File: src/rtl/pulse_stretcher_pkg.sv
// Shared state encoding and width helpers for pulse_stretcher and its hold_timer.
package pulse_stretcher_pkg;

    typedef enum logic [1:0] {
        IDLE = 2'd0,
        HOLD = 2'd1,
        GAP  = 2'd2
    } state_e;

    // Timer must hold max(HOLD,GAP)-1; floor of one bit keeps 1-cycle configs legal.
    function automatic int timer_w(input int hold_cycles, input int gap_cycles);
        int m;
        m = (hold_cycles > gap_cycles) ? hold_cycles : gap_cycles;
        return (m < 2) ? 1 : $clog2(m);
    endfunction

    function automatic int pend_w(input int pend_max);
        return $clog2(pend_max + 1);
    endfunction

endpackage

File: src/rtl/pulse_stretcher_hold.sv
// hold_timer: loadable down-counter that parks at zero and flags it.
module hold_timer #(
    parameter int W = 4
) (
    input  logic         clk,
    input  logic         rst,
    input  logic         load_i,
    input  logic [W-1:0] load_val_i,
    input  logic         dec_i,
    output logic         zero_o
);

    logic [W-1:0] count_q;

    always_ff @(posedge clk or negedge rst) begin
        if (!rst) begin
            count_q <= '0;
        end else if (load_i) begin
            count_q <= load_val_i;
        end else if (dec_i && (count_q != '0)) begin
            count_q <= count_q - W'(1);
        end
    end

    assign zero_o = (count_q == '0);

endmodule

File: src/rtl/pulse_stretcher.sv
// Stretches 1-cycle event pulses into HOLD_CYCLES-high levels separated by GAP_CYCLES lows,
// queueing up to PEND_MAX extra events. Define PULSE_RETRIGGER_EN to extend the hold instead.
module pulse_stretcher
    import pulse_stretcher_pkg::*;
#(
    parameter int HOLD_CYCLES = 10,
    parameter int GAP_CYCLES  = 2,
    parameter int PEND_MAX    = 3
) (
    input  logic clk,
    input  logic rst,
    input  logic i_pulse,
    output logic o_level,
    output logic o_busy,
    output logic o_drop
);

    localparam int TW = timer_w(HOLD_CYCLES, GAP_CYCLES);
    localparam int PW = pend_w(PEND_MAX);
    localparam logic [TW-1:0] HOLD_LD   = TW'(HOLD_CYCLES - 1);
    localparam logic [TW-1:0] GAP_LD    = TW'(GAP_CYCLES - 1);
    localparam logic [PW-1:0] PEND_FULL = PW'(PEND_MAX);
`ifdef PULSE_RETRIGGER_EN
    localparam bit RETRIG = 1'b1;
`else
    localparam bit RETRIG = 1'b0;
`endif

    state_e        state_q;
    logic [PW-1:0] pend_q;
    logic          level_q;
    logic          drop_q;

    logic          tmr_load;
    logic [TW-1:0] tmr_val;
    logic          tmr_dec;
    logic          tmr_zero;
    logic          start_next;
    logic          queue_ev;

    // A pulse on the final gap cycle feeds straight into the next hold, never the queue.
    assign start_next = (pend_q != '0) || i_pulse;
    assign queue_ev   = i_pulse && (((state_q == HOLD) && !RETRIG) ||
                                    ((state_q == GAP) && !tmr_zero));

    always_comb begin
        tmr_load = 1'b0;
        tmr_val  = HOLD_LD;
        tmr_dec  = 1'b0;
        case (state_q)
            IDLE: tmr_load = i_pulse;
            HOLD: begin
                if (RETRIG && i_pulse) begin
                    tmr_load = 1'b1;
                end else if (tmr_zero) begin
                    tmr_load = 1'b1;
                    tmr_val  = GAP_LD;
                end else begin
                    tmr_dec = 1'b1;
                end
            end
            GAP: begin
                if (tmr_zero) tmr_load = start_next;
                else          tmr_dec  = 1'b1;
            end
            default: ;
        endcase
    end

    hold_timer #(.W(TW)) u_timer (
        .clk        (clk),
        .rst        (rst),
        .load_i     (tmr_load),
        .load_val_i (tmr_val),
        .dec_i      (tmr_dec),
        .zero_o     (tmr_zero)
    );

    always_ff @(posedge clk or negedge rst) begin
        if (!rst) begin
            state_q <= IDLE;
            pend_q  <= '0;
            level_q <= 1'b0;
            drop_q  <= 1'b0;
        end else begin
            drop_q <= 1'b0;
            if (queue_ev) begin
                if (pend_q != PEND_FULL) pend_q <= pend_q + PW'(1);
                else                     drop_q <= 1'b1;
            end
            case (state_q)
                IDLE: begin
                    if (i_pulse) begin
                        state_q <= HOLD;
                        level_q <= 1'b1;
                    end
                end
                HOLD: begin
                    if (tmr_zero && !(RETRIG && i_pulse)) begin
                        state_q <= GAP;
                        level_q <= 1'b0;
                    end
                end
                GAP: begin
                    if (tmr_zero) begin
                        if (start_next) begin
                            state_q <= HOLD;
                            level_q <= 1'b1;
                            if (!i_pulse) pend_q <= pend_q - PW'(1);
                        end else begin
                            state_q <= IDLE;
                        end
                    end
                end
                default: begin
                    state_q <= IDLE;
                    level_q <= 1'b0;
                end
            endcase
        end
    end

    assign o_level = level_q;
    assign o_drop  = drop_q;
    assign o_busy  = (state_q != IDLE);

endmodule

File: config.mk
export PLATFORM = sky130hd
export DESIGN_NAME = pulse_stretcher
export DESIGN_NICKNAME = d
export VERILOG_FILES = /design/src/rtl/pulse_stretcher_pkg.sv /design/src/rtl/pulse_stretcher_hold.sv /design/src/rtl/pulse_stretcher.sv
export SDC_FILE = /design/constraint.sdc
export NUM_CORES = 1
export LEC_CHECK = 0
export ABC_AREA = 1
export CAP_MARGIN = 30
export CORE_MARGIN = 2
export CORE_UTILIZATION = 30
export DETAILED_ROUTE_END_ITERATION = 7
export GPL_ROUTABILITY_DRIVEN = 0
export PLACE_DENSITY = 0.51
export SETUP_SLACK_MARGIN = 0.02
export SLEW_MARGIN = 20
export SYNTH_ARGS = -nofsm -noshare
export SYNTH_HDL_FRONTEND = slang
export SYNTH_SLANG_ARGS = --single-unit
File: constraint.sdc
create_clock -name clk -period 2.5 [get_ports clk]
set_clock_uncertainty 0.2 [all_clocks]
set_input_delay 0.375 -clock clk [delete_from_list [all_inputs] [get_ports clk]]
set_output_delay 0.375 -clock clk [all_outputs]
set_load 0.05 [all_outputs]
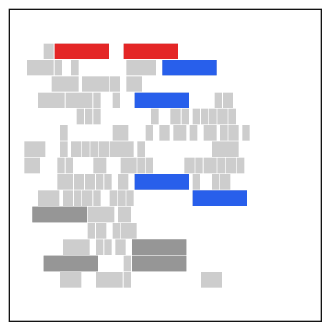
(run_1/registers.png)
Drawn at 6 px/um.
- red: state_q (flops 2)
- blue: u_timer.count_q (flops 4)
- not coloured: 4
share of the final layout cell area in sequential cells: 31.15%
Flop+latch power: 0.291 mW
total area of sequential cells: 250.2 um2

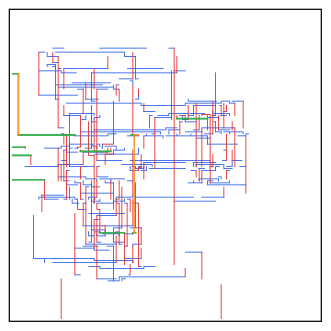
(run_1/metal_stack.png)
Drawn at 6 px/um.
- green: met3 (wire length 35.4 um)
- orange: met4 (wire length 26.5 um)
- red: met2 (wire length 535 um)
- blue: met1 (wire length 607 um)
GRT Overall Usage: 11.50%
total vias in the final route: 595
Final Routed Wirelength: 1.204 mm
Avg WL per Cell: 9.406 um

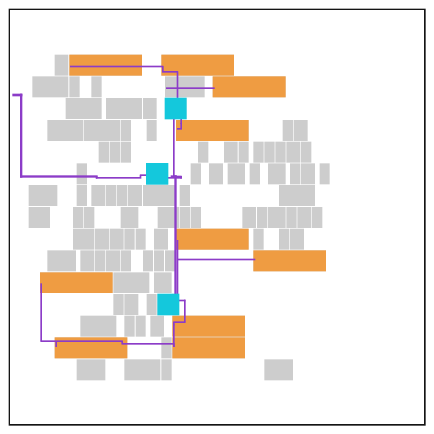
(run_1/clock_map.png)
Drawn at 8 px/um.
- purple: clock wires (length 136 um)
- cyan: cells driving clock nets (count 3)
- orange: flip-flops (count 10)
- routed clock nets: 4
clock network power: 0.144 mW
source-to-sink clock delay at the later pin of the worst-skew pair: 0.27 ns
part of the power in the clock network: 13.5%

run 1: registers in the layout (all words and copies together), names as in the netlist:
signal / count
state_q: 2
pend_q: 2
u_timer.count_q: 4
o_level: 1
o_drop: 1
run 1: metrics by stage:
stage / power (mW) / cells
2_1_floorplan: 0.7794 / 91
4_1_cts: 1.085 / 128
3_5_place_dp: 0.9364 / 124
6_report: 1.072 / 128
5_1_grt: 1.200 / 128
3_3_place_gp: 0.9383 / 124
run 1: Yosys cell counts (all sizes together):
master  instances
o21ai           3
nor3            1
o21bai          1
nor2            7
or2             2
nand4           1
nand2          28
ha              9
nand3          10
o211ai          1
a21oi           5
dfrtp          10
inv            13
run 1: kinds of logic after synthesis:
kind of cell,Yosys count
AND-OR/OR-AND,10
AND/OR/NAND/NOR,49
flip-flops,10
adder cells (fa/ha/maj),9
buffers and inverters,13
run 1: layer usage:
layer / part of all wire (%) / global-route usage, %
met3: 2.9 / 1.724
met4: 2.2 / 5.263
met2: 44 / 17.95
met1: 50 / 15.62
met5: 0 / 0
run 1: power by group through the flow:
stage	sequential [mW]	combinational, mW	clock, mW
detailed placement	0.293	0.644	0
global route	0.302	0.740	0.158
finish	0.291	0.637	0.144
global placement	0.292	0.646	0
CTS	0.291	0.646	0.148
floorplan	0.337	0.442	0
run 1: worst max path at each step:
stage	start	to	slack [ns]	cells after the start
global route	o_level	o_level	0.46	1
finish	o_level	o_level	0.50	1
floorplan	state_q[0]	state_q[1]	0.87	6
global placement	i_pulse	pend_q[1]	0.59	8
detailed placement	i_pulse	u_timer.count_q[3]	0.55	9
CTS	o_level	o_level	0.50	1
run 1: area by class of cell:
type | instances | area [um2]
timing repair buffer | 5 | 47.55
clock buffer | 4 | 36.28
multi-input combinational | 68 | 385.4
tap | 28 | 35.03
inverter | 13 | 48.80
fill | 235 | 1388
sequential | 10 | 250.2
==> summary.txt, run 1 <==
The synthesis and place-and-route flow finished, so here is a summary.

The run finished with clean final reports. The post-layout instance area came out at 803.3 um2. The post-synthesis adder-cell area fraction is 16.45%.

The maximum VDD drop came out at between 0.5 and 0.6 mV. The net switching power came out at 0.5238 mW. The largest net degree at the start of global routing came out at 11. The worst-case register-to-register setup slack came out at 0.75 ns.

The switching power share of the total is 48.85%. The wire length of the first global-routing pass came out at between 2 and 2.5 mm. The vertical die size came out at slightly above 50 um. The transition time of the tightest slew-check pin came out at 0.4950 ns. The worst reg-to-reg path cell count came out at 6. TritonCTS built the clock tree. The site row count is 17. By instance count after routing, the leading logic cell types are sky130_fd_sc_hd__nand2_1 (26), sky130_fd_sc_hd__inv_1 (12), sky130_fd_sc_hd__nand3_1 (10), sky130_fd_sc_hd__dfrtp_1 (10), sky130_fd_sc_hd__ha_1 (9).

The post-route clock period utilization is 79.86%. Input and output buffers added on the ports amount to 5. The post-synthesis area per instance is 7.521 um2. The deepest level of the CTS H-tree is 1. For this block, the initial DRC count from the detailed router was 11. The number of antenna repair diodes is 0. The post-synthesis net count came out at ~100. The via count of the first global-routing pass was 579.

The buffers plus inverters on the worst setup path is 1. After synthesis, flip-flops and latches occupy 36.56% of the total area. The cell sequence reported for the critical path is clkdlybuf4s50_1.

The clock transition at the register clock pins on the worst setup and hold paths after CTS is approximately 0.070 ns. The initial core utilization is 31.24%. The total clock sinks came out at 10. Based on the critical path, the design can be clocked at up to about 500 MHz.

The synthesized instance count is 91. In this run, CTS created clock tree buffers numbering 3. The post-cts resize count is 0.
==> run_1/final_congestion.png <==
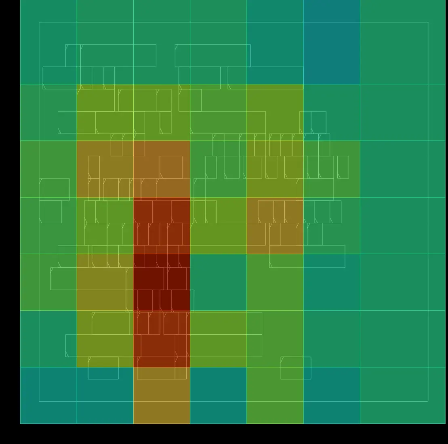

==> run 2, diff against run 1 <==
- PLACE_DENSITY: 0.51 -> 0.53
- clock period: 2.5 -> 1.7 ns (I/O delays scaled with it)
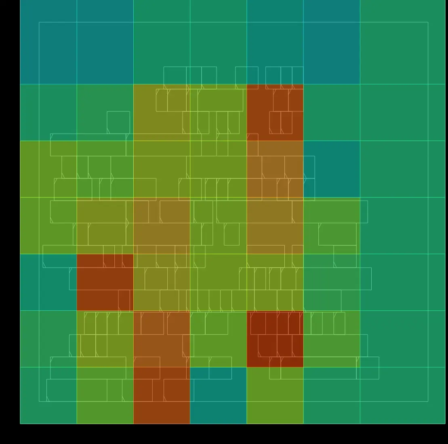
(run_2/final_congestion.png)
GR Layer Usage met1: 15.91%
post-layout util: 43.75%
met3 capacity usage during global routing: 4.885%
Avg WL per Cell: 10.16 um

==> summary.txt, run 2 <==
The synthesis and place-and-route flow finished, so here is a summary.

The DRC violation total after the first TritonRoute iteration is 9. The run finished with clean final reports. The worst register-to-register path has a setup slack of approximately 0.13 ns. The buffers plus inverters on the worst setup path is 3. The final layout report lists a filler cell count of approximately 220. The number of buffers added on ports came out at 5. The first global-routing pass estimated ~2.7 mm of wire. Clock tree synthesis inserted a total of 3 buffers. The total wire length after detailed routing came out at about 1.4 mm.

The transition time of the tightest slew-check pin is between 0.4 and 0.5 ns. The cell sequence reported for the critical path is inv_2, ha_4, inv_4, buf_12. CTS built an H-tree with a depth of 1. The synthesized instance count came out at 91.

Per the post-CTS timing run, clock transition at the registers of the reported paths is approximately 0.060 ns. The most repeated cell in the gate-level netlist after synthesis is sky130_fd_sc_hd__nand2_1. The vertical die size is a little over 50 um.

The site row count is 17. The total clock sinks came out at 10. The sequential cell area fraction in the yosys report is a little over a third. The register with the most flip-flops in the layout has 4 of them.

The largest register by flop count is u_timer.count_q. The largest net degree at the start of global routing came out at 11. The most used flip-flop cell after synthesis is sky130_fd_sc_hd__dfrtp_1. In the per-layer breakdown of the detailed-route log, met1 shows approximately 640 um. The met3 routed wirelength came out at approximately 43 um.
-- run 2: cell counts after synthesis --
No cell type changed its count.
-- run 2: final cells by class --
class / instances / area (um2) / share of cell area (%)
multi-input combinational: 68 / 426.7 / 44.52
clock buffer: 3 / 22.52 / 2.350
tap: 28 / 35.03 / 3.655
sequential: 10 / 250.2 / 26.11
inverter: 13 / 51.30 / 5.352
timing repair buffer: 19 / 172.7 / 18.02
-- run 2: layer usage --
layer	vias to the layer above	GRT usage (%)
met4	0	6.579
met3	2	4.885
met1	285	15.91
li1	335	-
met2	8	23.08
met5	-	0
-- run 2: where the power goes --
group	internal, mW	switching (mW)
clock network	0.0815	0.0747
logic	0.611	0.732
registers	0.349	0.0767
-- run 2: kinds of logic (layout without fill, tap and decap cells) --
group / count (synthesis) / count (layout)
buf+inv: 13 / 35
compound gates: 10 / 10
simple gates: 49 / 49
fa+ha+maj: 9 / 9
flops: 10 / 10
-- run 2: how the worst max path moves through the flow --
stage                from            endpoint  slack [ns]  depth (start not counted)
6_report       state_q[0]              o_busy         0.1                          4
5_1_grt        state_q[0]              o_busy        0.02                          4
4_1_cts        state_q[0]  u_timer.count_q[1]        0.02                          5
3_5_place_dp      i_pulse  u_timer.count_q[3]       0.007                          9
3_3_place_gp   state_q[0]          state_q[0]        0.03                          6
2_1_floorplan  state_q[0]          state_q[1]        0.07                          6
-- run 2: metrics by stage --
step / instances / utilization (%)
floorplan: 91 / -
detailed placement: 135 / 39.69
global route: 141 / 43.75
finish: 141 / 43.75
CTS: 140 / 41.40
global placement: 135 / 39.69
-- run 2: repair_timing --
item                                    4_1_cts  5_1_grt
endpoints found under the setup margin        4       10
setup buffers                                 2        1
resized                                       1       13
==> run_2/wire_density.png <==
Drawn at 8 px/um. The die is cut into 10 by 10 equal tiles; dark purple is low, yellow is high, scaled to the fullest tile. Values are wire area over tile area, all layers added.
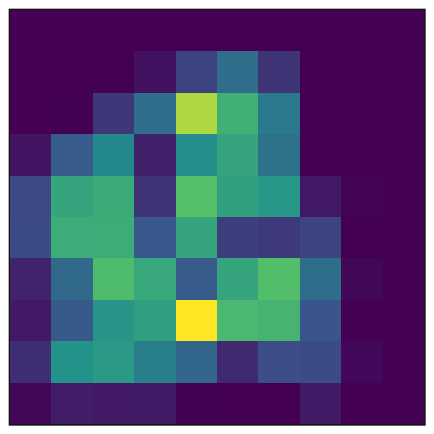

==> run 3, diff against run 2 <==
- TNS_END_PERCENT: default -> 20
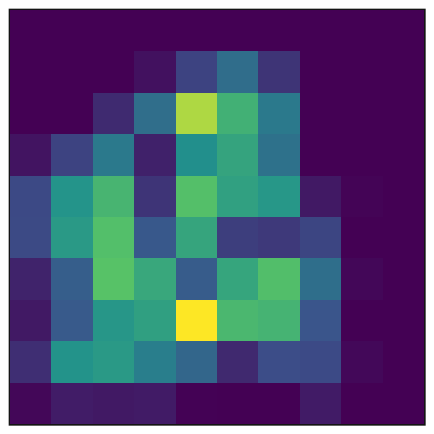
(run_3/wire_density.png)
Drawn at 8 px/um. The die is cut into 10 by 10 equal tiles; dark purple is low, yellow is high, scaled to the fullest tile. Values are wire area over tile area, all layers added.
- densest ninth of the die: middle
- tiles over half the peak: 22%
- mean over tiles: 0.082
- emptiest ninth of the die: top right
Avg WL per Cell: 10.12 um
total vias in the final route: 627
GRT Overall Usage: 13.91%
Final Routed Wirelength: 1.417 mm

==> summary.txt, run 3 <==
The synthesis and place-and-route flow finished, so here is a summary.

The site row count came out at 17. TritonCTS built the clock tree. Yosys reported a register bit count of 10. The count of placed standard cells including taps is around 140. The post-synthesis area per instance came out at approximately 7.5 um2. The I/O pin count is 6.

The predominant post-synthesis flop cell is sky130_fd_sc_hd__dfrtp_1. In the final layout, the registers with the most flip-flops are u_timer.count_q (4), pend_q (2), state_q (2). Routing resource usage on met3 recorded by global route was 4.885%. Counting flops with an async set or reset pin after synthesis yields a share of 100.0%. The DRC violation total after the first TritonRoute iteration is 9. Walking the worst path, the cells encountered are inv_2, ha_4, inv_4, buf_12. The global router reports that the layer with the highest usage is met2. The fmax came out at approximately 620 MHz. The flow ran to the end, and the final reports show no timing, DRC or antenna violations. The critical path class is reg -> out. By count the netlist is led by sky130_fd_sc_hd__nand2_1 (26), sky130_fd_sc_hd__inv_1 (12), sky130_fd_sc_hd__dfrtp_1 (10), sky130_fd_sc_hd__nand3_1 (10), sky130_fd_sc_hd__ha_1 (9). The worst reg-to-reg path cell count came out at 5. met2 track demand over resource after global routing is between 20% and 30%. The critical path capture point type is an output port. The post-route clock period utilization came out at between 90% and 100%. In this run the clock root is driven by a sky130_fd_sc_hd__clkbuf_4. The count of final hold-check violations is 0. In this run the number of H-tree levels came out at 1. The vertical die size came out at between 50 and 60 um. Per the TritonCTS log, the buffer count is 3. The post-layout instance area is around 950 um2. Looking at the worst setup and hold paths, the clock pins of their registers show a slew of 0.06 ns. The total clock sinks is 10.

The sequential cell area fraction in the yosys report came out at approximately 37%. The worst setup path is launched from a flip-flop. The number of buffers added on ports is 5.

The initial core utilization came out at approximately 31%. The power density over cell area came out at between 2000 and 2500 nW/um2. The largest net degree at the start of global routing is 11. The synthesized instance count is 91.

The clock network latency to the later pin of the worst-skew pair is ~0.26 ns. The worst-case register-to-register setup slack came out at ~0.12 ns. VDD sags by at most about 1.2 mV. The buffers plus inverters on the worst setup path came out at 3. For this run the top cell type by instance count after synthesis was sky130_fd_sc_hd__nand2_1.

The number of antenna repair diodes came out at 0. The cell count listed in synth_stat.txt came out at between 90 and 100. The post-synth count of flops with an enable pin is 0.

The met1 track demand over resource in global routing is 15.91%. Ranked by flip-flop count, first place goes to u_timer.count_q. The worst slew margin relative to its limit is 69.53%.

The share of the core filled with cells is between 40 and 50%.
## run 3: cell counts after synthesis
Identical to the previous run, type by type.
## run 3: cell type report
| class | instances | area [um2] |
|---|---|---|
| Clock buffer | 3 | 22.52 |
| Inverter | 13 | 51.30 |
| Multi-Input combinational cell | 68 | 426.7 |
| Tap cell | 28 | 35.03 |
| Sequential cell | 10 | 250.2 |
| Fill cell | 217 | 1240 |
| Timing Repair Buffer | 18 | 165.2 |
## run 3: logic make-up after synthesis
logic type / after synthesis / synth area share (%)
DFF: 10 / 36.56
AOI/OAI and AO/OA: 10 / 8.043
buffers and inverters: 13 / 7.129
and+or+nand+nor: 49 / 31.81
adders and majority gates: 9 / 16.45
## run 3: worst max-delay path by stage
stage                     startpoint            endpoint  slack [ns]  depth (start not counted)
after detailed placement     i_pulse  u_timer.count_q[3]       0.007                          9
after CTS                 state_q[0]  u_timer.count_q[1]        0.02                          5
final                     state_q[0]              o_busy         0.1                          4
after floorplan           state_q[0]          state_q[1]        0.07                          6
after global placement    state_q[0]          state_q[0]        0.03                          6
after global routing      state_q[1]  u_timer.count_q[3]       0.005                          8
## run 3: per-layer routing
layer	up-vias	part of all wire [%]
met5	-	0
met3	2	3.0
met4	0	0.71
li1	333	-
met2	8	51
met1	284	45
## run 3: stage by stage
step                      power (mW)  hold slack (ns)
after global routing           2.115           0.1351
after global placement         1.575           0.3350
after floorplan                1.146          -0.2406
after detailed placement       1.584           0.3270
final                          1.910           0.1069
after CTS                      1.800           0.1272
## run 3: timing repair
action	in CTS	in global routing
gates resized	1	13
setup endpoints to repair	4	10
setup buffers	2	0
pin swaps	0	0
cloned	0	0
## run 3: worst register-to-register path: stages (launching register included)
cell,delay [ns]
sky130_fd_sc_hd__dfrtp_1,0.42
sky130_fd_sc_hd__inv_2,0.09
sky130_fd_sc_hd__ha_4,0.31
sky130_fd_sc_hd__nand2_1,0.07
sky130_fd_sc_hd__or2_2,0.27
sky130_fd_sc_hd__a21oi_1,0.15
## run 3: report_power, final
group | switching (mW) | internal (mW) | leakage (nW) | total (mW)
clock network | 0.0747 | 0.0815 | 0.0138 | 0.156
logic | 0.722 | 0.600 | 0.356 | 1.32
registers | 0.0837 | 0.349 | 0.117 | 0.433
Power and IR drop assume default switching activity.
